==> images/cell_density.png <==
The die is cut into 7 by 9 equal tiles; dark blue is low, red is high, 0 to 100% covered.
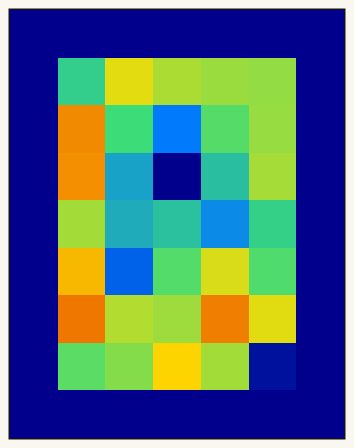
==> images/congestion.png <==
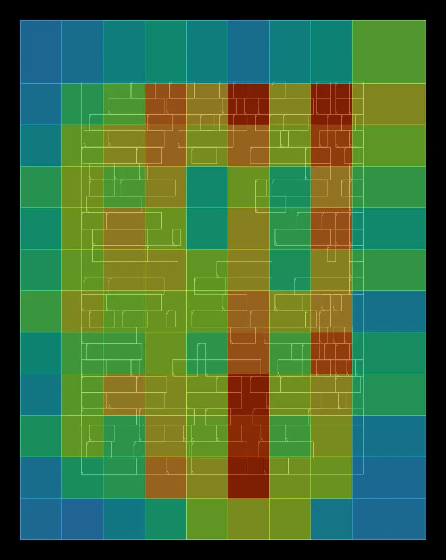
==> images/clk_routes.png <==
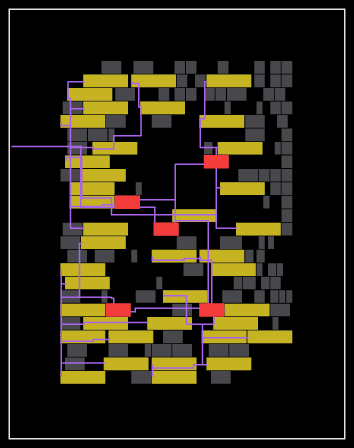
==> images/logic_types.png <==
The bar under the picture is 20 um long.
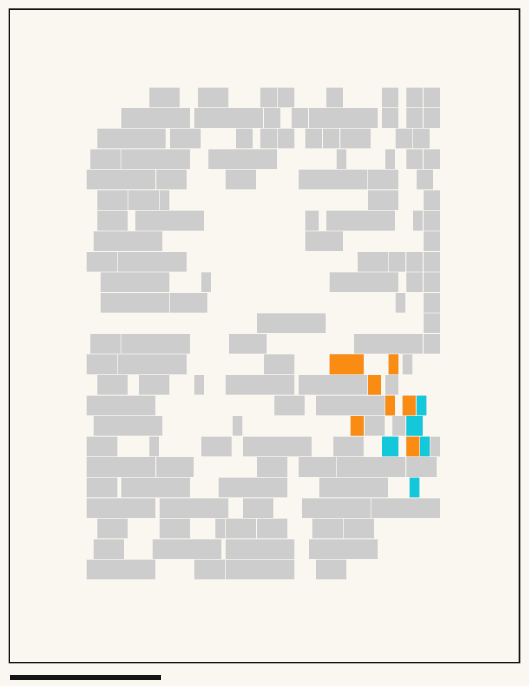
--- config.mk ---
export PLATFORM = sky130hd
export DESIGN_NAME = apb_rf_ctrl_flat
export DESIGN_NICKNAME = d
export VERILOG_FILES = /design/src/rtl/apb_rf_pkg.sv /design/src/rtl/apb_rf_ctrl_if.sv /design/src/rtl/apb_rf_decode.sv /design/src/rtl/apb_rf_ctrl.sv /design/src/flat_wrapper.sv
export SDC_FILE = /design/constraint.sdc
export NUM_CORES = 1
export LEC_CHECK = 0
export CAP_MARGIN = 15
export CORE_ASPECT_RATIO = 1.4
export CORE_MARGIN = 10
export CORE_UTILIZATION = 55
export CTS_CLUSTER_DIAMETER = 30
export DETAILED_ROUTE_END_ITERATION = 6
export DONT_BUFFER_PORTS = 1
export GPL_ROUTABILITY_DRIVEN = 0
export GPL_TIMING_DRIVEN = 0
export PLACE_DENSITY = 0.77
export RECOVER_POWER = 100
export SLEW_MARGIN = 20
export SYNTH_ARGS = -nofsm -noshare
export SYNTH_HDL_FRONTEND = slang
export SYNTH_SLANG_ARGS = --single-unit
--- constraint.sdc ---
create_clock -name clk -period 3.1 [get_ports clk]
set_input_delay 0.775 -clock clk [delete_from_list [all_inputs] [get_ports clk]]
set_output_delay 0.775 -clock clk [all_outputs]
set_load 0.005 [all_outputs]
--- src/rtl/apb_rf_pkg.sv ---
// Shared definitions for the APB-to-register-file port-1 controller:
// FSM state encoding and bit positions of the individual error reasons.
package apb_rf_pkg;

    typedef enum logic [2:0] {
        IDLE    = 3'd0,
        WR_ACC  = 3'd1,
        RD_WAIT = 3'd2,
        RD_ACC  = 3'd3,
        ERR_ACC = 3'd4
    } state_t;

    // Bit positions inside the decoder's error-reason vector
    localparam int ERR_ALIGN = 0;
    localparam int ERR_RANGE = 1;
    localparam int ERR_WPROT = 2;

endpackage

--- src/rtl/apb_rf_ctrl_if.sv ---
// APB3 bus bundle between a bus master and the register-file controller.
interface apb_rf_ctrl_if #(
    parameter int data_width = 32,
    parameter int addr_width = 4
);
    logic                  psel;
    logic                  penable;
    logic                  pwrite;
    logic [addr_width+1:0] paddr;
    logic [data_width-1:0] pwdata;
    logic                  pready;
    logic [data_width-1:0] prdata;
    logic                  pslverr;

    modport master (
        output psel, penable, pwrite, paddr, pwdata,
        input  pready, prdata, pslverr
    );

    modport slave (
        input  psel, penable, pwrite, paddr, pwdata,
        output pready, prdata, pslverr
    );
endinterface

--- src/rtl/apb_rf_decode.sv ---
// Combinational address decode: register index plus misaligned, out-of-range
// and write-protect error detection for one APB setup phase.
module apb_rf_decode
    import apb_rf_pkg::*;
#(
    parameter int                   addr_width = 4,
    parameter int                   reg_depth  = 16,
    parameter logic [reg_depth-1:0] wp_mask    = '0
) (
    input  logic [addr_width+1:0] i_paddr,
    input  logic                  i_pwrite,
    output logic [addr_width-1:0] o_index,
    output logic                  o_err
);
    localparam int NREG = 2 ** addr_width;
    // Padded so that unimplemented indices can be looked up safely
    localparam logic [NREG-1:0] WP_FULL = NREG'(wp_mask);

    logic [2:0] w_why;

    always_comb begin
        o_index           = i_paddr[addr_width+1:2];
        w_why             = '0;
        w_why[ERR_ALIGN]  = (i_paddr[1:0] != 2'b00);
        w_why[ERR_RANGE]  = ({1'b0, o_index} >= (addr_width+1)'(reg_depth));
        w_why[ERR_WPROT]  = i_pwrite & WP_FULL[o_index];
        o_err             = |w_why;
    end
endmodule

--- src/rtl/apb_rf_ctrl.sv ---
// APB3 slave sequencing port 1 of the two-port register file: zero-wait
// writes, one-wait reads (covers the registered read), PSLVERR on bad access.
module apb_rf_ctrl
    import apb_rf_pkg::*;
#(
    parameter int                   data_width = 32,
    parameter int                   addr_width = 4,
    parameter int                   reg_depth  = 16,
    parameter logic [reg_depth-1:0] wp_mask    = '0
) (
    input  logic                  clk,
    input  logic                  reset,
    apb_rf_ctrl_if.slave          apb,
    output logic [addr_width-1:0] rf_addr,
    output logic [data_width-1:0] rf_wdata,
    output logic                  rf_wr,
    input  logic [data_width-1:0] rf_rdata
);
    state_t                r_state;
    state_t                w_next;
    logic [addr_width-1:0] r_addr;
    logic [data_width-1:0] r_wdata;
    logic [addr_width-1:0] w_index;
    logic                  w_err;
    logic                  w_setup;

    apb_rf_decode #(
        .addr_width (addr_width),
        .reg_depth  (reg_depth),
        .wp_mask    (wp_mask)
    ) u_decode (
        .i_paddr  (apb.paddr),
        .i_pwrite (apb.pwrite),
        .o_index  (w_index),
        .o_err    (w_err)
    );

    assign w_setup  = apb.psel & ~apb.penable;
    assign rf_addr  = r_addr;
    assign rf_wdata = r_wdata;

    always_ff @(posedge clk or posedge reset) begin
        if (reset) begin
            r_state <= IDLE;
            r_addr  <= '0;
            r_wdata <= '0;
        end else begin
            r_state <= w_next;
            if (r_state == IDLE && w_setup) begin
                r_addr  <= w_index;
                r_wdata <= apb.pwdata;
            end
        end
    end

    always_comb begin
        w_next      = r_state;
        apb.pready  = 1'b0;
        apb.pslverr = 1'b0;
        apb.prdata  = '0;
        rf_wr       = 1'b0;
        case (r_state)
            IDLE: begin
                // An access phase without a preceding setup is ignored
                if (w_setup) begin
                    if (w_err)           w_next = ERR_ACC;
                    else if (apb.pwrite) w_next = WR_ACC;
                    else                 w_next = RD_WAIT;
                end
            end
            WR_ACC: begin
                apb.pready = 1'b1;
                // psel gating lets an aborted transfer skip the write
                rf_wr      = apb.psel & apb.penable;
                w_next     = IDLE;
            end
            RD_WAIT: begin
                w_next = apb.psel ? RD_ACC : IDLE;
            end
            RD_ACC: begin
                apb.pready = 1'b1;
                apb.prdata = rf_rdata;
                w_next     = IDLE;
            end
            ERR_ACC: begin
                apb.pready  = 1'b1;
                apb.pslverr = 1'b1;
                w_next      = IDLE;
            end
            default: w_next = IDLE;
        endcase
    end
endmodule

--- src/flat_wrapper.sv ---
// flat-port wrapper written by rule: the top's interface ports become plain ports
module apb_rf_ctrl_flat import apb_rf_pkg::*;
#(
    parameter int                   data_width = 32,
    parameter int                   addr_width = 4,
    parameter int                   reg_depth  = 16,
    parameter logic [reg_depth-1:0] wp_mask    = '0
)
  (clk, reset, rf_addr, rf_wdata, rf_wr, rf_rdata, apb_psel, apb_penable, apb_pwrite, apb_paddr, apb_pwdata, apb_pready, apb_prdata, apb_pslverr);
  apb_rf_ctrl_if #(.data_width(data_width), .addr_width(addr_width)) apb_i ();
  input  logic clk;
  input  logic reset;
  output logic [addr_width-1:0] rf_addr;
  output logic [data_width-1:0] rf_wdata;
  output logic rf_wr;
  input  logic [data_width-1:0] rf_rdata;
  input wire logic [$bits(apb_i.psel)-1:0] apb_psel;
  input wire logic [$bits(apb_i.penable)-1:0] apb_penable;
  input wire logic [$bits(apb_i.pwrite)-1:0] apb_pwrite;
  input wire logic [$bits(apb_i.paddr)-1:0] apb_paddr;
  input wire logic [$bits(apb_i.pwdata)-1:0] apb_pwdata;
  output wire logic [$bits(apb_i.pready)-1:0] apb_pready;
  output wire logic [$bits(apb_i.prdata)-1:0] apb_prdata;
  output wire logic [$bits(apb_i.pslverr)-1:0] apb_pslverr;
  assign apb_i.psel = apb_psel;
  assign apb_i.penable = apb_penable;
  assign apb_i.pwrite = apb_pwrite;
  assign apb_i.paddr = apb_paddr;
  assign apb_i.pwdata = apb_pwdata;
  assign apb_pready = apb_i.pready;
  assign apb_prdata = apb_i.prdata;
  assign apb_pslverr = apb_i.pslverr;
  apb_rf_ctrl #(.data_width(data_width), .addr_width(addr_width), .reg_depth(reg_depth), .wp_mask(wp_mask)) u_core (.clk(clk), .reset(reset), .apb(apb_i), .rf_addr(rf_addr), .rf_wdata(rf_wdata), .rf_wr(rf_wr), .rf_rdata(rf_rdata));
endmodule
==> qor.yml <==
run_status:
  status: "finished, final reports clean"
synth:
  ys_sh_aoi_pct: 1.012
  ys_ff: 39
  netlist_instances: 132
  netlist_area_mm2: 0.001732
  ys_sh_simple_pct: 15.75
  synth.avg_cell_area_um2: 13.12
  ys_chip_area_mm2: 0.001732
  synthAdderAreaFrac_pct: 0
  top_logic_kind: "multiplexers"
  synth.mux.area_fraction_pct: 23.41
  xor_share_pct: 0
  yosys.cell_types.count: 14
  yosysWarnings: 0
worst_setup_path:
  arrival_ps: 1640
  r2r-start: "u_core.r_state[2]"
  cpPeakStageDelay_ps: 400
  r2r_slack_ps: 700
  crit_path_max_fanout: 10
  crit_path_top_delay_cell: "dfrtp_1"
  endpoint_kind: "output port"
  worst_setup_path_start_kind: "register"
  endpoint: "apb_prdata[9]"
  cp_cell_sequence: "nand2b_1, nor2_1, clkbuf_1, and2_0"
  cp.required_ps: 2320
route:
  firstDrtPassIters: 4
  met1Wirelength_um: 1442
  route.top_layer_used: "met5"
  wirelength_um: 4760
  met2WireLength_um: 2522
  postRouteAntennaNets: 0
  vias_per_cell: 5.810
  wl_met3_um: 710
grt:
  grt_max_degree: 40
  grt_use_met1_pct: 13.54
  grt.met3_usage_pct: 9.690
  grt_pass1_vias: 1166
cts:
  cts_resized: 0
  clockBufferDepth: 2
  post_cts_buffers: 0
  htree_levels: 2
  path_clk_slew_ps: 70
  clockRootBuffer: "clkbuf_8"
  clkSinkCount: 39
  holdBufCountCts: 0
final_layout:
  area_delta_synth_final_pct: 5.708
  comb-cell-share_pct: 37.53
  lay_top_cells: "dfrtp_1 (39), mux2_2 (34), and2_0 (32), clkbuf_1 (8), clkbuf_8 (5)"
  seq_share_pct: 53.31
  buf_share_pct: 1.230
  layout_top_cell: "dfrtp_1"
  diodes: 0
  nMultiInputCombCells: 83
  logic_area_um2: 686.9
job:
  maxCapViolations: 0
  tool_warnings: 26
sta:
  finalSetupViolations: 0
  hold_violations: 0
  fin_crit_sh_pct: 78.03
  setup_tns_ps: 0
  report.final.slew_viol_count: 0
  fin_skew_ps: 1.418
  period_needed_ps: 2419
power:
  p_total_mw: 1.139
  comb-power_mw: 0.128
  switching_share_pct: 25.67
  ir_worst_vdd_mv: 0.5802
  clk-power_mw: 0.320
  seq_cell_power_mw: 0.690
  p_int_mw: 0.8462
  combPwrFrac_pct: 11.3
worst_hold_path:
  holdPathEnd: "u_core.r_state[1]"
  hp-start: "u_core.r_state[0]"
  whs_path_depth: 1
placement:
  dp_cells: 171
  portBuffers: 0
  hpwlAfterDp_um: 4019
floorplanning:
  io_pins: 146
  core_mm2: 0.003063
  dieArea_mm2: 0.005824
Notes on cell_density.png above:
- tiles over 75% full: 9.5%
- densest ninth of the die: bottom middle
- mean over tiles: 31%
- nearly empty tiles: 46%
- fullest tile: 86%
- emptiest ninth of the die: bottom right

Notes on congestion.png above:
GRT Overall Usage: 14.98%
global routing's busiest layer: met2

Notes on clk_routes.png above:
- yellow: flip-flops (count 39)
- red: clock drivers (count 5)
- purple: clock wires (length 454 um)
- routed clock nets: 6

Notes on logic_types.png above:
- cyan: NAND gates (cells 5)
- orange: NOR gates (cells 7; where right middle)

## worst max-delay path: cells and delay by family (launching register included)
| family | cells | cell delay (ps) |
|---|---|---|
| flops | 1 | 400 |
| simple gates | 3 | 690 |
| buf+inv | 1 | 280 |
## synth_stat cells
cell      number  area (um^2)
dfrtp_1       39        975.9
and2_1        32        200.2
mux2_1         2        22.52
nand2b_1       2        12.51
inv_1          4        15.01
nor4_4         1        21.27
a21oi_1        2        10.01
buf_6          3        33.78
nor2_1         2        7.510
clkbuf_1       3        11.26
nand2_1        3        11.26
mux2_2        34        382.9
nor3_1         4        20.02
o21a_1         1        7.510
## logic make-up after synthesis
logic type / after synthesis
DFF: 39
and+or+nand+nor: 44
buffers and inverters: 10
AOI/OAI and AO/OA: 3
muxes: 36
Power and IR drop assume default switching activity.
